==> src/rtl/pipelined_cla_addsub.sv <==
// Segment-pipelined carry-lookahead adder/subtractor with valid/ready handshakes and C/V/Z flags.
// Optional signed saturation is enabled by defining PCLA_SAT_EN (adds the Sat input).
module pipelined_cla_addsub #(
    parameter int WIDTH = 32,
    parameter int SEG_W = 8
) (
    input  logic             CLK,
    input  logic             RST,
    input  logic             InValid,
    output logic             InReady,
    input  logic [WIDTH-1:0] In1,
    input  logic [WIDTH-1:0] In2,
    input  logic             CI,
    input  logic             Sub,
    output logic             OutValid,
    input  logic             OutReady,
    output logic [WIDTH-1:0] Out,
    output logic             CO,
    output logic             OV,
    output logic             Z
`ifdef PCLA_SAT_EN
    ,
    input  logic             Sat
`endif
);

    localparam int LAT = WIDTH / SEG_W;
    localparam int NG  = SEG_W / 4;

    if ((SEG_W <= 0) || ((SEG_W % 4) != 0)) begin : g_bad_seg
        $error("SEG_W must be a positive multiple of 4");
    end
    if ((WIDTH % SEG_W) != 0) begin : g_bad_width
        $error("WIDTH must be a multiple of SEG_W");
    end

    // One SEG_W-bit slice built from 4-bit lookahead groups; returns {carry_out, sum}.
    function automatic logic [SEG_W:0] cla_seg(input logic [SEG_W-1:0] a,
                                               input logic [SEG_W-1:0] b,
                                               input logic             cin);
        logic [SEG_W-1:0] s;
        logic [3:0]       p;
        logic [3:0]       g;
        logic [4:0]       c;
        logic             cg;
        s  = '0;
        cg = cin;
        for (int j = 0; j < NG; j++) begin
            p    = a[4*j +: 4] ^ b[4*j +: 4];
            g    = a[4*j +: 4] & b[4*j +: 4];
            c[0] = cg;
            c[1] = g[0] | (p[0] & cg);
            c[2] = g[1] | (p[1] & g[0]) | (p[1] & p[0] & cg);
            c[3] = g[2] | (p[2] & g[1]) | (p[2] & p[1] & g[0]) | (p[2] & p[1] & p[0] & cg);
            c[4] = g[3] | (p[3] & g[2]) | (p[3] & p[2] & g[1]) | (p[3] & p[2] & p[1] & g[0])
                 | ((&p) & cg);
            s[4*j +: 4] = p ^ c[3:0];
            cg = c[4];
        end
        return {cg, s};
    endfunction

    logic sat_in;
`ifdef PCLA_SAT_EN
    assign sat_in = Sat;
`else
    assign sat_in = 1'b0;
`endif

    // Stage k holds a beat whose segments 0..k-1 are already resolved into r_q[k].
    logic [WIDTH-1:0] a_q [LAT];
    logic [WIDTH-1:0] a_d [LAT];
    logic [WIDTH-1:0] b_q [LAT];
    logic [WIDTH-1:0] b_d [LAT];
    logic [WIDTH-1:0] r_q [LAT];
    logic [WIDTH-1:0] r_d [LAT];
    logic [LAT-1:0]   vld_q, vld_d;
    logic [LAT-1:0]   cy_q, cy_d;
    logic [LAT-1:0]   sat_q, sat_d;

    logic             out_valid_q, out_valid_d;
    logic [WIDTH-1:0] out_q, out_d;
    logic             co_q, co_d;
    logic             ov_q, ov_d;
    logic             z_q, z_d;

    logic [WIDTH-1:0] seg_sum;
    logic [LAT-1:0]   seg_co;

    for (genvar gi = 0; gi < LAT; gi++) begin : g_seg
        logic [SEG_W:0] seg_res;
        assign seg_res = cla_seg(a_q[gi][gi*SEG_W +: SEG_W], b_q[gi][gi*SEG_W +: SEG_W], cy_q[gi]);
        assign seg_sum[gi*SEG_W +: SEG_W] = seg_res[SEG_W-1:0];
        assign seg_co[gi] = seg_res[SEG_W];
    end

    logic             adv;
    logic [WIDTH-1:0] fin_raw;
    logic [WIDTH-1:0] fin_out;
    logic             fin_cm;
    logic             fin_ov;

    assign adv     = !(out_valid_q && !OutReady);
    assign InReady = adv;

    // Final segment and flags; the carry into the MSB is recovered as sum ^ propagate.
    always_comb begin
        fin_raw = r_q[LAT-1];
        fin_raw[(LAT-1)*SEG_W +: SEG_W] = seg_sum[(LAT-1)*SEG_W +: SEG_W];
        fin_cm  = a_q[LAT-1][WIDTH-1] ^ b_q[LAT-1][WIDTH-1] ^ fin_raw[WIDTH-1];
        fin_ov  = fin_cm ^ seg_co[LAT-1];
        fin_out = fin_raw;
        if (sat_q[LAT-1] && fin_ov) begin
            fin_out = {~fin_raw[WIDTH-1], {(WIDTH-1){fin_raw[WIDTH-1]}}};
        end
    end

    always_comb begin
        a_d         = a_q;
        b_d         = b_q;
        r_d         = r_q;
        vld_d       = vld_q;
        cy_d        = cy_q;
        sat_d       = sat_q;
        out_valid_d = out_valid_q;
        out_d       = out_q;
        co_d        = co_q;
        ov_d        = ov_q;
        z_d         = z_q;
        if (adv) begin
            vld_d[0] = InValid;
            a_d[0]   = In1;
            b_d[0]   = In2 ^ {WIDTH{Sub}};
            cy_d[0]  = Sub | CI;
            r_d[0]   = '0;
            sat_d[0] = sat_in;
            for (int k = 1; k < LAT; k++) begin
                vld_d[k] = vld_q[k-1];
                a_d[k]   = a_q[k-1];
                b_d[k]   = b_q[k-1];
                sat_d[k] = sat_q[k-1];
                cy_d[k]  = seg_co[k-1];
                r_d[k]   = r_q[k-1];
                r_d[k][(k-1)*SEG_W +: SEG_W] = seg_sum[(k-1)*SEG_W +: SEG_W];
            end
            out_valid_d = vld_q[LAT-1];
            if (vld_q[LAT-1]) begin
                out_d = fin_out;
                co_d  = seg_co[LAT-1];
                ov_d  = fin_ov;
                z_d   = ~|fin_out;
            end
        end
    end

    always_ff @(posedge CLK or posedge RST) begin
        if (RST) begin
            for (int k = 0; k < LAT; k++) begin
                a_q[k] <= '0;
                b_q[k] <= '0;
                r_q[k] <= '0;
            end
            vld_q       <= '0;
            cy_q        <= '0;
            sat_q       <= '0;
            out_valid_q <= 1'b0;
            out_q       <= '0;
            co_q        <= 1'b0;
            ov_q        <= 1'b0;
            z_q         <= 1'b0;
        end else begin
            a_q         <= a_d;
            b_q         <= b_d;
            r_q         <= r_d;
            vld_q       <= vld_d;
            cy_q        <= cy_d;
            sat_q       <= sat_d;
            out_valid_q <= out_valid_d;
            out_q       <= out_d;
            co_q        <= co_d;
            ov_q        <= ov_d;
            z_q         <= z_d;
        end
    end

    assign OutValid = out_valid_q;
    assign Out      = out_q;
    assign CO       = co_q;
    assign OV       = ov_q;
    assign Z        = z_q;

endmodule
==> config.mk <==
export PLATFORM = sky130hd
export DESIGN_NAME = pipelined_cla_addsub
export DESIGN_NICKNAME = d
export VERILOG_FILES = /design/src/rtl/pipelined_cla_addsub.sv
export SDC_FILE = /design/constraint.sdc
export NUM_CORES = 1
export LEC_CHECK = 0
export CORE_UTILIZATION = 41
export DETAILED_ROUTE_END_ITERATION = 8
export GPL_TIMING_DRIVEN = 0
export PLACE_DENSITY = 0.59
export REMOVE_ABC_BUFFERS = 1
export SETUP_SLACK_MARGIN = 0.5
export SLEW_MARGIN = 20
export SYNTH_ARGS = -nofsm -noshare
export SYNTH_HDL_FRONTEND = slang
export SYNTH_SLANG_ARGS = --single-unit
==> constraint.sdc <==
create_clock -name CLK -period 20 [get_ports CLK]
set_input_delay 4 -clock CLK [delete_from_list [all_inputs] [get_ports CLK]]
set_output_delay 4 -clock CLK [all_outputs]
set_load 0.02 [all_outputs]
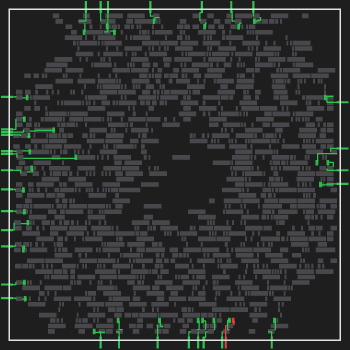
Figure 1: I/O nets highlighted.
Scale: 2 px per micron.
| port | colour | direction | edge | end cells | wire |
|---|---|---|---|---|---|
| InValid | red | input | bottom | 1 | 9.20 microns |
| In1 | green | input | 13 left, 8 bottom, 7 top, 4 right | 32 | 339 microns |

==> qor.csv <==
stage,metric,value,unit
synthesis,post-synthesis adder-cell area fraction,5.16,%
sta,max-slew violation count,0,
layout,layout cells sized above 1,7.64,%
pwr,Power Internal,1.46,mW
routing,first drt pass iteration count,4,
layout,final net count,1334,
critical_path,"slowest stage cell, crit path",clkdlybuf4s50_1,
pwr,Sequential Power,874,uW
pwr,Clock Power Share,24.2,%
sta,Final setup violation count,0,
sta,Fin Setup TNS,0,ns
floorplanning,die width,165,microns
critical_path,Bufs and invs on worst path,7,
layout,Post-Layout Cell Count,1579,
routing,final wirelength,20.8,mm
floorplanning,die y size,165,microns
synthesis,Post-synth EDFFs,0,
critical_path,CP Class,in2out,
routing,DRC,0,
min_path,sink of the worst hold path,a_q[105],
clock_network,Late-Pin Clk Latency,0.53,ns
place,Buffers on Ports,106,
layout,clk_buf instances,40,
critical_path,worst stage delay on the critical path,0.59,ns
synthesis,Synth mux share,2.78,%
routing,Avg WL per Cell,13.2,microns
min_path,HP Start,a_q[105],
synthesis,yosys cell count,1132,
critical_path,CP top delay family,buffers and inverters,
critical_path,most frequent CP cell,buf_16,
clock_network,CTS tree,built,
synthesis,yosys xor share,4.11,%
synthesis,cell area after synthesis,10900,sq um
synthesis,"Seq share, synth",58.0,%
pwr,Clk power,542,uW
critical_path,Critical Path End Type,output pin,
routing,DR vias/cell,4.68,
layout,most instantiated logic cells after routing,"525 x nand2_1, 252 x dfrtp_1, 105 x clkdlybuf4s50_1",
critical_path,crit path DAT,7.00,ns
global_routing,M3 GR Usage,2.56,%
min_path,worst min path class,reg2reg,
critical_path,crit path launch type,input port,
sta,Slew HR,51.0,%
layout,multi-input gates,810,
clock_network,post-CTS setup buffers,0,
place,DP HPWL,13.6,mm
layout,final core utilization,51.6,%
synthesis,synth cell count leaders,"526 x nand2_1, 252 x dfrtp_1, 64 x o21ai_0",
sta,post-layout min period,11.00,ns
clock_network,Root Buffer,clkbuf_16,
floorplanning,core area,26100,sq um
global_routing,met2 Use GR,26.5,%
place,GPL Wtd Cong,0.781,
layout,Clock buf/inv share,7.40,%
critical_path,Worst path depth,8,
status,run status,finished clean,
floorplanning,row cnt,59,
layout,Synth-to-Final Area Change,23.8,%
routing,DRT antenna net count,0,
layout,dominant logic cell type in the layout,nand2_1,
critical_path,CP Max Fanout,99,
layout,Seq area share,46.9,%
synthesis,Post-synth regs,252,
layout,buffering overhead,10.2,%
synthesis,Largest cells by area,"dfrtp_1 58%, nand2_1 18%, ha_1 3.7%, xnor2_1 3.2%, o21ai_0 2.9%",
clock_network,clk buf depth,3,
routing,WL met3,719,microns
synthesis,Synth Instances,1132,
flow_run,Log Warnings,27,
layout,Top class by area,flip-flops and latches,
synthesis,Mean Syn Cell Area,9.60,sq um
clock_network,clock sink total,252,
synthesis,"Top FF cell, synth",dfrtp_1,
pwr,Net Switching,780,uW
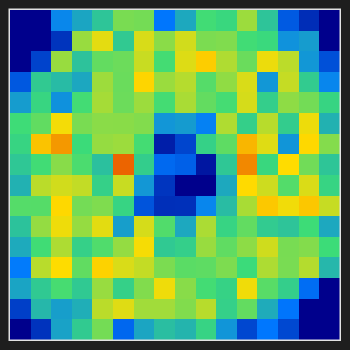
Figure 2: cell density map.
Scale: 2 px per micron. 16 x 16 tiles, from dark blue (low) to red (high), 0 to 100% covered.
mean over tiles: 48%
fullest tile: 89%
nearly empty tiles: 5.9%

Power and IR drop assume default switching activity.
